**config.mk**
```make
export PLATFORM = sky130hd
export DESIGN_NAME = mc_fetch_mem
export DESIGN_NICKNAME = d
export VERILOG_FILES = /design/src/rtl/mc_fetch_mem.sv
export SDC_FILE = /design/constraint.sdc
export NUM_CORES = 1
export LEC_CHECK = 0
export ABC_AREA = 1
export CORE_UTILIZATION = 30
export DETAILED_ROUTE_END_ITERATION = 6
export SETUP_SLACK_MARGIN = 0.15
export SYNTH_ARGS = -nofsm -noshare
export SYNTH_HDL_FRONTEND = slang
export SYNTH_SLANG_ARGS = --single-unit
```
**constraint.sdc**
```tcl
create_clock -name clk -period 2.1 [get_ports clk]
set_clock_uncertainty 0.1 [all_clocks]
set_input_delay 0.42 -clock clk [delete_from_list [all_inputs] [get_ports clk]]
set_output_delay 0.42 -clock clk [all_outputs]
set_load 0.005 [all_outputs]
```
**src/rtl/mc_fetch_mem.sv**
```systemverilog
// Fetch / memory-access stage of the multicycle MIPS datapath.
// Owns PC, IR and MDR, runs a three-state memory handshake FSM and
// stalls the controller until each access completes or times out.
module mc_fetch_mem #(
  parameter logic [31:0] RESET_PC = 32'h0000_0000,
  parameter int          WAIT_MAX = 8
) (
  input  logic        clk,
  input  logic        rst_n,
  input  logic        pcwrite,
  input  logic        pcwritecond,
  input  logic        iord,
  input  logic        memread,
  input  logic        memwrite,
  input  logic        irwrite,
  input  logic [1:0]  pcsource,
  input  logic        zero,
  input  logic [31:0] alu_result,
  input  logic [31:0] alu_out,
  input  logic [31:0] b_reg,
  output logic [31:0] mem_addr,
  output logic [31:0] mem_wdata,
  output logic        mem_rd,
  output logic        mem_wr,
  input  logic [31:0] mem_rdata,
  input  logic        mem_ready,
  output logic [31:0] pc,
  output logic [31:0] ir,
  output logic [31:0] mdr,
  output logic [5:0]  op,
  output logic        stall,
  output logic        bus_err
);

  localparam int CW = (WAIT_MAX < 2) ? 1 : $clog2(WAIT_MAX);

  typedef enum logic [1:0] {IDLE, ACCESS, DONE} state_t;

  state_t        state_q, state_d;
  logic [31:0]   pc_q, pc_d, ir_q, mdr_q, mem_addr_q, mem_wdata_q;
  logic          mem_rd_q, mem_wr_q, ir_pend_q, bus_err_q;
  logic [CW-1:0] cnt_q;
  logic          req, timeout, pc_en;

  assign req     = memread | memwrite;
  // Last permitted ACCESS cycle without ready; ready on that cycle still wins.
  assign timeout = (cnt_q == CW'(WAIT_MAX - 1)) && !mem_ready;
  assign stall   = ((state_q == IDLE) && req) || (state_q == ACCESS);
  assign pc_en   = !stall && (pcwrite || (pcwritecond && zero));

  // FSM state register
  always_ff @(posedge clk or negedge rst_n) begin
    if (!rst_n) state_q <= IDLE;
    else        state_q <= state_d;
  end

  // FSM next state
  always_comb begin
    state_d = state_q;
    case (state_q)
      IDLE:    if (req) state_d = ACCESS;
      ACCESS:  if (mem_ready || timeout) state_d = DONE;
      DONE:    state_d = IDLE;
      default: state_d = IDLE;
    endcase
  end

  // Bus request, wait counter and sticky error flag
  always_ff @(posedge clk or negedge rst_n) begin
    if (!rst_n) begin
      mem_addr_q  <= '0;
      mem_wdata_q <= '0;
      mem_rd_q    <= 1'b0;
      mem_wr_q    <= 1'b0;
      ir_pend_q   <= 1'b0;
      cnt_q       <= '0;
      bus_err_q   <= 1'b0;
    end else begin
      case (state_q)
        IDLE: if (req) begin
          mem_addr_q  <= iord ? alu_out : pc_q;
          mem_wdata_q <= b_reg;
          mem_rd_q    <= memread;
          // A simultaneous read and write performs only the read.
          mem_wr_q    <= memwrite & ~memread;
          ir_pend_q   <= irwrite & memread;
          cnt_q       <= '0;
          if (memread && memwrite) bus_err_q <= 1'b1;
        end
        ACCESS: begin
          if (mem_ready || timeout) begin
            mem_rd_q <= 1'b0;
            mem_wr_q <= 1'b0;
            if (!mem_ready) bus_err_q <= 1'b1;
          end else begin
            cnt_q <= cnt_q + 1'b1;
          end
        end
        default: ;
      endcase
    end
  end

  // IR / MDR capture on a completed read
  always_ff @(posedge clk or negedge rst_n) begin
    if (!rst_n) begin
      ir_q  <= '0;
      mdr_q <= '0;
    end else if ((state_q == ACCESS) && mem_ready) begin
      if (mem_rd_q)  mdr_q <= mem_rdata;
      if (ir_pend_q) ir_q  <= mem_rdata;
    end
  end

  // Next-PC select
  always_comb begin
    pc_d = pc_q;
    case (pcsource)
      2'b00: pc_d = alu_result;
      2'b01: pc_d = alu_out;
      2'b10: pc_d = {pc_q[31:28], ir_q[25:0], 2'b00};
      default: pc_d = pc_q;
    endcase
  end

  // PC register, never written while stalled
  always_ff @(posedge clk or negedge rst_n) begin
    if (!rst_n)     pc_q <= RESET_PC;
    else if (pc_en) pc_q <= pc_d;
  end

  assign pc        = pc_q;
  assign ir        = ir_q;
  assign mdr       = mdr_q;
  assign op        = ir_q[31:26];
  assign mem_addr  = mem_addr_q;
  assign mem_wdata = mem_wdata_q;
  assign mem_rd    = mem_rd_q;
  assign mem_wr    = mem_wr_q;
  assign bus_err   = bus_err_q;

endmodule

```
==> images/io_fan.png <==
The bar under the picture is 50 um long.
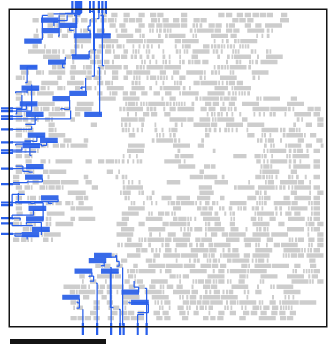
| colour | port | bits | direction | edge | end cells | buffers | wire |
|---|---|---|---|---|---|---|---|
| blue | mdr | 32 | output | 15 left, 10 top, 7 bottom | 32 | 32 | 935 um |
count of input and output buffers: 309
io pins: 310

==> images/io_placement.png <==
The bar under the picture is 50 um long. Pins as bars across the die edge, other pins in grey.
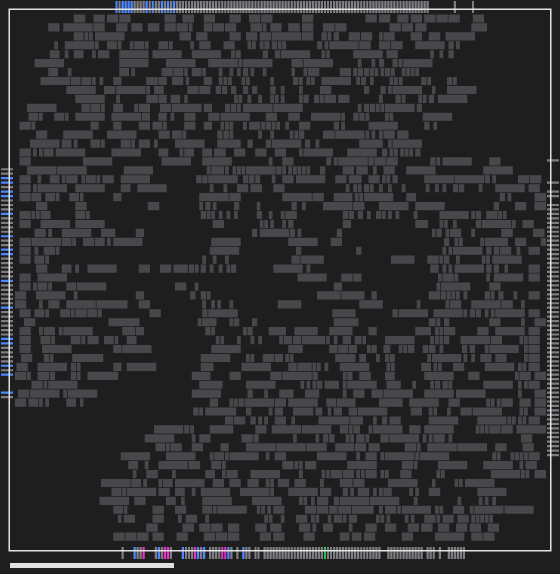
| colour | port | pins | direction | edge |
|---|---|---|---|---|
| blue | mdr | 32 | output | 15 left, 10 top, 7 bottom |
| green | memread | 1 | input | bottom |
| magenta | op | 6 | output | bottom |
all pins by edge: 106 top, 94 bottom, 61 right, 49 left

==> ci_impl_report.md <==
## PnR job results

| Metric | Value |
|---|---|
| Status | `finished, final reports clean` |
| Final critical delay including setup and external delays | `1910 ps` |
| Cell with the largest stage delay on the worst path | `sky130_fd_sc_hd__clkdlybuf4s50_1` |
| Tally of yosys warning messages | `0` |
| Top Layer Used | `met5` |
| Buffering stage count on the worst path with inverters included | `1` |
| Average footprint of a synthesized cell | `8.58 um^2` |
| Simple logic cell fraction of the synthesized area | `21.6%` |
| Clock buffer depth | `2` |
| Core region area | `0.0260 mm^2` |
| Worst setup margin | `189 ps` |
| Number of nets at floorplan | `1,068` |
| Most instantiated flip-flop cell in the synthesis netlist | `sky130_fd_sc_hd__dfrtp_1` |
| Setup CP Type | `register to output pin` |
| Total tool warning count | `29` |
| Top post-synthesis cells by count | `sky130_fd_sc_hd__nand2_1 (368), sky130_fd_sc_hd__dfrtp_1 (169), sky130_fd_sc_hd__inv_1 (74)` |
| Place WS | `-153 ps` |
| Data required time at the worst endpoint | `1580 ps` |
| EDFF count, synth | `0` |
| Detailed route wirelength on metal2 | `12,200 um` |
| Clock net sink count | `approximately 170` |
| Largest vdd supply drop | `approximately 0.64 mV` |
| Post-synth cell types | `27` |
| LEAKAGE | `5.90 nW` |
| Async set-reset flop share out of synthesis | `100%` |
| Number of H-tree levels | `4` |
| Crit start category | `register` |
| Worst max-slew margin expressed relative to the limit | `~75%` |
| Crit-path max FO | `3` |
| Std-Cell Rows | `just under 60` |
| Tightest Hold Check Type | `input pin to asynchronous set/reset pin` |
| Vias | `7,080` |
| Weighted congestion reported at the end of routability-driven placement | `0.868` |
| Crit path capture type | `output pin` |
| Design Area, Final | `roughly 0.012 mm^2` |
| Power density over the cells | `~1300 mW/mm^2` |
| Cell taking the most area after synthesis | `sky130_fd_sc_hd__dfrtp_1` |
==> timing repair <==
| item | in CTS | in global routing |
|---|---|---|
| setup buffers | 4 | 17 |
| pin swaps | 0 | 0 |
| gates resized | 13 | 5 |
| hold buffers | 1 | 0 |
| endpoints found under the setup margin | 10 | 19 |
| hold endpoints to repair | 38 | 0 |
==> flip-flops by register name, summed over array words and instances (netlist names) <==
signal and flops:
bus_err 1, cnt_q 3, ir 32, ir_pend_q 1, mdr 32, mem_addr 32
mem_rd 1, mem_wdata 32, mem_wr 1, pc 32, state_q 2
==> area by class of cell <==
type | count | area [um^2]
fill | 2534 | 13700
sequential | 169 | 4240
timing repair buffer | 368 | 3730
multi-input combinational | 617 | 2990
clock buffer | 18 | 439
tap | 335 | 419
inverter | 79 | 304
clock inverter | 14 | 150
antenna | 3 | 7.51
==> power by group <==
group	internal [mW]	switching (mW)	leakage, nW	total [mW]
sequential	4.79	1.05	2.10	5.83
combinational	4.21	3.12	3.51	7.33
clock	1.63	1.53	0.291	3.16
==> placed cells by master, fill, tap and decap left out, types with 2 or more instances in the layout <==
| cell | synthesis | layout |
|---|---|---|
| sky130_fd_sc_hd__clkbuf_8 | 0 | 2 |
| sky130_fd_sc_hd__a21oi_1 | 52 | 52 |
| sky130_fd_sc_hd__nand3_4 | 3 | 3 |
| sky130_fd_sc_hd__clkbuf_16 | 0 | 17 |
| sky130_fd_sc_hd__inv_6 | 1 | 4 |
| sky130_fd_sc_hd__dlymetal6s2s_1 | 0 | 4 |
| sky130_fd_sc_hd__clkinv_8 | 0 | 2 |
| sky130_fd_sc_hd__nand4_1 | 6 | 6 |
| sky130_fd_sc_hd__nand3_1 | 11 | 11 |
| sky130_fd_sc_hd__nand2_1 | 368 | 367 |
| sky130_fd_sc_hd__buf_12 | 0 | 15 |
| sky130_fd_sc_hd__dfrtp_1 | 169 | 163 |
| sky130_fd_sc_hd__dfrtp_2 | 0 | 6 |
| sky130_fd_sc_hd__nand2_4 | 1 | 3 |
| sky130_fd_sc_hd__diode_2 | 0 | 3 |
| sky130_fd_sc_hd__o21ai_2 | 58 | 58 |
| sky130_fd_sc_hd__nor2_1 | 31 | 31 |
| sky130_fd_sc_hd__clkinv_4 | 0 | 4 |
| sky130_fd_sc_hd__buf_4 | 9 | 43 |
| sky130_fd_sc_hd__inv_2 | 3 | 4 |
| sky130_fd_sc_hd__o21ai_4 | 2 | 2 |
| sky130_fd_sc_hd__dlygate4sd2_1 | 0 | 4 |
| sky130_fd_sc_hd__inv_8 | 0 | 5 |
| sky130_fd_sc_hd__o21ai_1 | 40 | 40 |
| sky130_fd_sc_hd__clkdlybuf4s50_1 | 0 | 299 |
| sky130_fd_sc_hd__ha_1 | 6 | 5 |
| sky130_fd_sc_hd__inv_1 | 74 | 73 |
| sky130_fd_sc_hd__o21ai_0 | 33 | 33 |
==> layer usage <==
metal / global-route usage [%] / up-vias
met2: 29.9 / 199
met5: 0 / -
met3: 5.05 / 42
li1: - / 3567
met4: 7.96 / 2
met1: 25.1 / 3270
Power and IR drop assume default switching activity.
